pins.png
Pins as bars across the die edge, other pins in grey.
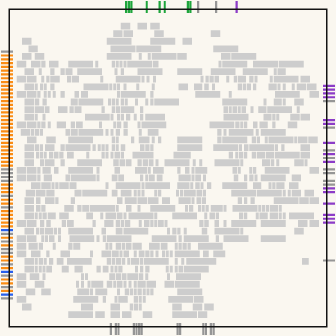
registers.png
Other sequential cells in the stronger grey, the rest of the logic in the fainter grey.
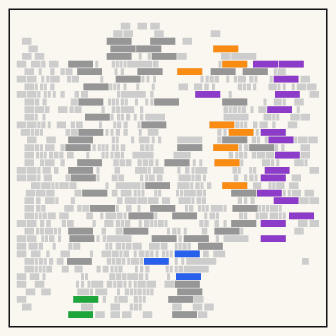
--- config.mk ---
export PLATFORM = sky130hd
export DESIGN_NAME = i8253_sequencer
export DESIGN_NICKNAME = d
export VERILOG_FILES = /design/src/rtl/i8253_pkg.sv /design/src/rtl/i8253_rr_arb.sv /design/src/rtl/i8253_sequencer.sv
export SDC_FILE = /design/constraint.sdc
export NUM_CORES = 1
export LEC_CHECK = 0
export ABC_AREA = 1
export CAP_MARGIN = 20
export CORE_MARGIN = 2
export CORE_UTILIZATION = 37
export DETAILED_ROUTE_END_ITERATION = 8
export PLACE_DENSITY = 0.71
export SYNTH_ARGS = -nofsm -noshare
export SYNTH_HDL_FRONTEND = slang
export SYNTH_HIERARCHICAL = 1
export SYNTH_SLANG_ARGS = --single-unit
--- constraint.sdc ---
create_clock -name clk -period 4.6 [get_ports clk]
set_clock_uncertainty 0.1 [all_clocks]
set_input_delay 0.92 -clock clk [delete_from_list [all_inputs] [get_ports clk]]
set_output_delay 0.92 -clock clk [all_outputs]
set_load 0.005 [all_outputs]
--- src/rtl/i8253_pkg.sv ---
// Shared types and control-word helpers for the i8253 request sequencer.
package i8253_pkg;

   typedef enum logic [2:0] {
      ST_IDLE = 3'd0,
      ST_CW   = 3'd1,
      ST_GAP1 = 3'd2,
      ST_LO   = 3'd3,
      ST_GAP2 = 3'd4,
      ST_HI   = 3'd5,
      ST_GAP3 = 3'd6,
      ST_FIN  = 3'd7
   } seq_state_t;

   typedef enum logic {
      OP_PROG = 1'b0,
      OP_READ = 1'b1
   } op_t;

   // Address of the timer control-word register; also the rejected channel code.
   localparam logic [1:0] A_CTRL       = 2'd3;
   localparam logic [1:0] CHAN_ILLEGAL = 2'd3;

   // Control word for programming: select channel, access LSB then MSB, mode, BCD.
   function automatic logic [7:0] cw_prog(input logic [1:0] chan,
                                          input logic [2:0] mode,
                                          input logic       bcd);
      return {chan, 2'b11, mode, bcd};
   endfunction

   // Counter-latch command for the given channel.
   function automatic logic [7:0] cw_latch(input logic [1:0] chan);
      return {chan, 2'b00, 4'b0000};
   endfunction

endpackage

--- src/rtl/i8253_rr_arb.sv ---
// Round-robin arbiter: searches from the rotating pointer, moves it past each grant.
module i8253_rr_arb #(
   parameter int NREQ = 3,
   localparam int IDX_W = (NREQ > 1) ? $clog2(NREQ) : 1
) (
   input  logic             clk,
   input  logic             rst_n,
   input  logic [NREQ-1:0]  req,
   input  logic             advance,
   output logic [NREQ-1:0]  grant,
   output logic [IDX_W-1:0] grant_idx
);

   logic [IDX_W-1:0] ptr_r;
   logic [IDX_W-1:0] cand_s;
   logic [IDX_W-1:0] idx_s;
   logic             found_s;

   // First requester at or after the pointer, wrapping around.
   always_comb begin
      cand_s  = '0;
      idx_s   = '0;
      found_s = 1'b0;
      for (int i = 0; i < NREQ; i++) begin
         cand_s = IDX_W'((int'(ptr_r) + i) % NREQ);
         if (!found_s && req[cand_s]) begin
            found_s = 1'b1;
            idx_s   = cand_s;
         end else begin
            found_s = found_s || 1'b0;
         end
      end
   end

   assign grant     = found_s ? (NREQ'(1'b1) << idx_s) : '0;
   assign grant_idx = idx_s;

   // Pointer moves to the index after the one just granted.
   always_ff @(posedge clk or negedge rst_n) begin
      if (!rst_n) begin
         ptr_r <= '0;
      end else if (advance) begin
         ptr_r <= ((int'(idx_s) + 1) >= NREQ) ? '0 : idx_s + IDX_W'(1);
      end
   end

endmodule

--- src/rtl/i8253_sequencer.sv ---
// Multi-requester front end: turns program/read requests into i8253 bus cycles.
module i8253_sequencer #(
   parameter int NREQ       = 3,
   parameter int STROBE_GAP = 1
) (
   input  logic              clk,
   input  logic              rst_n,
   input  logic [NREQ-1:0]   req_valid,
   input  logic [NREQ-1:0]   req_op,
   input  logic [NREQ*2-1:0] req_chan,
   input  logic [NREQ*3-1:0] req_mode,
   input  logic [NREQ-1:0]   req_bcd,
   input  logic [NREQ*16-1:0] req_count,
   output logic [NREQ-1:0]   done,
   output logic              err,
   output logic [15:0]       rdata,
   output logic [1:0]        t_a,
   output logic              t_wr,
   output logic              t_rd,
   output logic [7:0]        t_din,
   input  logic [7:0]        t_dout
);
   import i8253_pkg::*;

   localparam int IDX_W = (NREQ > 1) ? $clog2(NREQ) : 1;
   localparam logic [2:0] GAP_LOAD = (STROBE_GAP > 0) ? 3'(STROBE_GAP - 1) : 3'd0;

   seq_state_t        state_r, state_nxt_s;
   logic [2:0]        gap_r, gap_nxt_s;
   logic [NREQ-1:0]   grant_oh_s;
   logic [IDX_W-1:0]  grant_idx_s;
   logic              advance_s;

   logic [1:0]        chan_a_s  [NREQ];
   logic [2:0]        mode_a_s  [NREQ];
   logic [15:0]       count_a_s [NREQ];
   op_t               sel_op_s;
   logic [1:0]        sel_chan_s;
   logic [2:0]        sel_mode_s;
   logic              sel_bcd_s;
   logic [15:0]       sel_count_s;

   op_t               op_r;
   logic [1:0]        chan_r;
   logic [15:0]       count_r;
   logic [NREQ-1:0]   owner_r;
   logic [7:0]        lo_byte_r, hi_byte_r, hi_byte_s;

   logic [NREQ-1:0]   done_r, done_nxt_s;
   logic              err_r, err_nxt_s;
   logic [15:0]       rdata_r, rdata_nxt_s;
   logic [1:0]        t_a_r, t_a_nxt_s;
   logic              t_wr_r, t_wr_nxt_s, t_rd_r, t_rd_nxt_s;
   logic [7:0]        t_din_r, t_din_nxt_s;

   i8253_rr_arb #(.NREQ(NREQ)) u_arb (
      .clk       (clk),
      .rst_n     (rst_n),
      .req       (req_valid),
      .advance   (advance_s),
      .grant     (grant_oh_s),
      .grant_idx (grant_idx_s)
   );

   // Unpack the flat request payload buses into per-requester arrays.
   always_comb begin
      for (int i = 0; i < NREQ; i++) begin
         chan_a_s[i]  = req_chan[2*i +: 2];
         mode_a_s[i]  = req_mode[3*i +: 3];
         count_a_s[i] = req_count[16*i +: 16];
      end
   end

   assign sel_op_s    = op_t'(req_op[grant_idx_s]);
   assign sel_chan_s  = chan_a_s[grant_idx_s];
   assign sel_mode_s  = mode_a_s[grant_idx_s];
   assign sel_bcd_s   = req_bcd[grant_idx_s];
   assign sel_count_s = count_a_s[grant_idx_s];

   // The MSB read byte is taken straight from the pins when FIN follows HI directly.
   assign hi_byte_s = (state_r == ST_HI) ? t_dout : hi_byte_r;

   // Next-state logic: grant in IDLE, then strobe / gap phases, then FIN.
   always_comb begin
      state_nxt_s = state_r;
      gap_nxt_s   = gap_r;
      advance_s   = 1'b0;
      case (state_r)
         ST_IDLE: begin
            if (|req_valid) begin
               advance_s   = 1'b1;
               state_nxt_s = (sel_chan_s == CHAN_ILLEGAL) ? ST_FIN : ST_CW;
            end else begin
               state_nxt_s = ST_IDLE;
            end
         end
         ST_CW, ST_LO, ST_HI: begin
            if (STROBE_GAP == 0) begin
               state_nxt_s = (state_r == ST_CW) ? ST_LO : (state_r == ST_LO) ? ST_HI : ST_FIN;
            end else begin
               state_nxt_s = (state_r == ST_CW) ? ST_GAP1 : (state_r == ST_LO) ? ST_GAP2 : ST_GAP3;
               gap_nxt_s   = GAP_LOAD;
            end
         end
         ST_GAP1, ST_GAP2, ST_GAP3: begin
            if (gap_r == 3'd0) begin
               state_nxt_s = (state_r == ST_GAP1) ? ST_LO : (state_r == ST_GAP2) ? ST_HI : ST_FIN;
            end else begin
               gap_nxt_s = gap_r - 3'd1;
            end
         end
         ST_FIN:  state_nxt_s = ST_IDLE;
         default: state_nxt_s = ST_IDLE;
      endcase
   end

   // Output values for the state being entered; they are registered with the state.
   always_comb begin
      t_a_nxt_s   = t_a_r;
      t_din_nxt_s = t_din_r;
      t_wr_nxt_s  = 1'b0;
      t_rd_nxt_s  = 1'b0;
      done_nxt_s  = '0;
      err_nxt_s   = 1'b0;
      rdata_nxt_s = rdata_r;
      case (state_nxt_s)
         ST_CW: begin
            t_a_nxt_s   = A_CTRL;
            t_wr_nxt_s  = 1'b1;
            t_din_nxt_s = (sel_op_s == OP_READ) ? cw_latch(sel_chan_s)
                                                : cw_prog(sel_chan_s, sel_mode_s, sel_bcd_s);
         end
         ST_LO, ST_HI: begin
            t_a_nxt_s = chan_r;
            if (op_r == OP_READ) begin
               t_rd_nxt_s = 1'b1;
            end else begin
               t_wr_nxt_s  = 1'b1;
               t_din_nxt_s = (state_nxt_s == ST_LO) ? count_r[7:0] : count_r[15:8];
            end
         end
         ST_FIN: begin
            if (state_r == ST_IDLE) begin
               done_nxt_s = grant_oh_s;
               err_nxt_s  = 1'b1;
            end else begin
               done_nxt_s  = owner_r;
               rdata_nxt_s = (op_r == OP_READ) ? {hi_byte_s, lo_byte_r} : rdata_r;
            end
         end
         default: begin
            t_wr_nxt_s = 1'b0;
         end
      endcase
   end

   // State, gap counter and registered outputs.
   always_ff @(posedge clk or negedge rst_n) begin
      if (!rst_n) begin
         state_r <= ST_IDLE;
         gap_r   <= 3'd0;
         done_r  <= '0;
         err_r   <= 1'b0;
         rdata_r <= 16'd0;
         t_a_r   <= 2'd0;
         t_wr_r  <= 1'b0;
         t_rd_r  <= 1'b0;
         t_din_r <= 8'd0;
      end else begin
         state_r <= state_nxt_s;
         gap_r   <= gap_nxt_s;
         done_r  <= done_nxt_s;
         err_r   <= err_nxt_s;
         rdata_r <= rdata_nxt_s;
         t_a_r   <= t_a_nxt_s;
         t_wr_r  <= t_wr_nxt_s;
         t_rd_r  <= t_rd_nxt_s;
         t_din_r <= t_din_nxt_s;
      end
   end

   // Payload capture at grant, and read-byte capture during each read strobe.
   always_ff @(posedge clk or negedge rst_n) begin
      if (!rst_n) begin
         op_r      <= OP_PROG;
         chan_r    <= 2'd0;
         count_r   <= 16'd0;
         owner_r   <= '0;
         lo_byte_r <= 8'd0;
         hi_byte_r <= 8'd0;
      end else begin
         if (advance_s) begin
            op_r    <= sel_op_s;
            chan_r  <= sel_chan_s;
            count_r <= sel_count_s;
            owner_r <= grant_oh_s;
         end
         if (t_rd_r && (state_r == ST_LO)) begin
            lo_byte_r <= t_dout;
         end
         if (t_rd_r && (state_r == ST_HI)) begin
            hi_byte_r <= t_dout;
         end
      end
   end

   assign done  = done_r;
   assign err   = err_r;
   assign rdata = rdata_r;
   assign t_a   = t_a_r;
   assign t_wr  = t_wr_r;
   assign t_rd  = t_rd_r;
   assign t_din = t_din_r;

endmodule

==> impl_metrics.toml <==
# implementation run metrics
[worst_setup_path]
critPathKind = "in2reg"
cp_data_arrival_time_ns = 3.94
cpMaxStageDelayCell = "clkdlybuf4s50_1"
critPathMaxFanout = 32
crit_top_cell = "nand2_2"
worstPathCellList = "clkdlybuf4s50_1, nand2_1, or2_0, nand2_2, nand4_1, nand2_2, inv_2, nor2_4, nand2_1, nand2_2, nand4_2, nand2_4, nand2_2, nor2_4, nand3_4, nand2_1, o21ai_2"

[timing]
setup_ws_ns = 0.7764
worst_pin_slew_ns = 0.9710
fmax_mhz = 261.5
post-route-min-period_ns = 3.824
fin_hold_ws_ns = 0.3756
min_period_over_period_pct = 83.12
drv_slew = 0
rsz0062_at_grt = "no"

[yosys]
yosysUniqueCellTypes = 37
yosysChipArea_um2 = 4412
synth_area_um2 = 4412
yosys_most_used_dff = "dfrtp_1"
postSynth.asyncResetShare_pct = 100.0
edf_count = 0
synthCells = 557

[global_routing]
grt_first_pass_wirelength_mm = 18.44
grt_use_met1_pct = 21.72
grt_antenna_before_repair = 0
top_usage_layer = "met2"
grtUsageMet3_pct = 4.285
grt_util_met2_pct = 30.62

[final_layout]
nNonClkBuffers = 116
comb_cells = 385
layout_top_cell = "nand2_1"
mi_logic_area_um2 = 2077
finalInstanceArea_um2 = 5934
n_antenna_cell = 0
comb_share_pct = 35.00
nFlopsAndLatches = 78
final_cell_mix = "nand2_1 (134), clkdlybuf4s50_1 (112), dfrtp_1 (78), inv_1 (64), nor2_1 (52)"
drive_gt1_share_pct = 11.66
area_growth_syn_to_layout_pct = 34.52

[die]
die_area_um2 = 12810
taps = 143
core_um2 = 11520
fp-row-count = 39
initCoreUtil_pct = 38.31

[run]
warnings = 33

[clock_network]
post_cts_buffers = 0
clk_latency_ns = 0.34
cts.sinks = 78
ctsHoldBuffers = 0
cts_tree = "built"

[power_and_ir_drop]
vdd_drop_max_mv = 0.3006
power_leader = "combinational logic"
leakage_nw = 2.890
finalPower_mw = 4.609
p_sw_mw = 2.135
comb_power_mw = 2.74
seqPwrFrac_pct = 25.4

[drt]
vias = 4040
routed-wl-met3_um = 758
drt_iter0_markers = 254
drc = 8
via_per_inst = 4.975

[run_status]
violations = "design-rule violations"
status = "finished with violations"

[hold_path]
hold_path_class = "reg2reg"

[placed_design]
dpl_worst_slack_ns = 0.4334
About pins.png:
| colour | port | pins | direction | edge |
|---|---|---|---|---|
| purple | rdata | 16 | output | 15 right, 1 top |
| blue | req_bcd | 3 | input | left |
| green | t_din | 8 | output | top |
| orange | req_count | 48 | input | left |
Die X: 113.2 um
Die Height: 113.2 um
IO Port Bufs: 113

About registers.png:
| colour | signal | placed flops |
|---|---|---|
| green | u_arb/ptr_r | 2 |
| purple | rdata | 16 |
| orange | hi_byte_r | 8 |
| blue | owner_r | 3 |
flop share of the area: 32.89%
register area: 1952 um^2
Flop+latch power: 1.17 mW
final core utilization: 51.53%

==> path summary, 6_finish.rpt <==
| path | startpoint | depth (start not counted) | to | slack, ns |
|---|---|---|---|---|
| worst max-delay path | req_valid[2] | 17 | rdata[6] | 0.78 |
| worst min-delay path | owner_r[0] | 2 | owner_r[0] | 0.38 |
| worst max register to register | u_arb/ptr_r[0] | 19 | rdata[6] | 1.01 |
| worst min register to register | owner_r[0] | 2 | owner_r[0] | 0.38 |
| max in group asynchronous | rst_n | 1 | rdata[10] | 3.13 |
| min in group asynchronous | rst_n | 1 | rdata[1] | 0.63 |
==> kinds of logic (layout without fill, tap and decap cells) <==
family | Yosys count | count (layout) | share of synthesized area, %
AND-OR/OR-AND | 116 | 116 | 16.22
buffers and inverters | 94 | 206 | 8.678
AND/OR/NAND/NOR | 259 | 259 | 28.02
flip-flops | 78 | 78 | 44.24
adder cells (fa/ha/maj) | 10 | 10 | 2.836
==> synthesized netlist by cell type (9+ instances only) <==
master,n,area share (%)
nand2_1,134,11
o21ai_2,19,3.8
nand3_1,23,2.6
a21oi_1,24,2.7
o21ai_0,48,5.4
clkbuf_1,12,1.0
dfrtp_1,78,44
nand2_2,10,1.4
ha_1,10,2.8
inv_1,64,5.4
inv_2,9,0.77
nor2_1,52,4.4
nand4_1,14,2.0
a22oi_1,14,2.4
==> worst reg2reg max path: stages (launching register included) <==
cell	delay (ns)
dfrtp_1	0.39
inv_1	0.08
ha_1	0.36
inv_1	0.09
nand3_1	0.12
nand2_2	0.08
nor2_4	0.14
nand4_1	0.15
nand2_2	0.36
inv_2	0.17
nor2_4	0.14
nand2_1	0.09
nand2_2	0.10
nand4_2	0.12
nand2_4	0.14
nand2_2	0.07
nor2_4	0.14
nand3_4	0.34
nand2_1	0.21
o21ai_2	0.07
Power figures rest on the tool's default switching activity, not on a simulated workload.
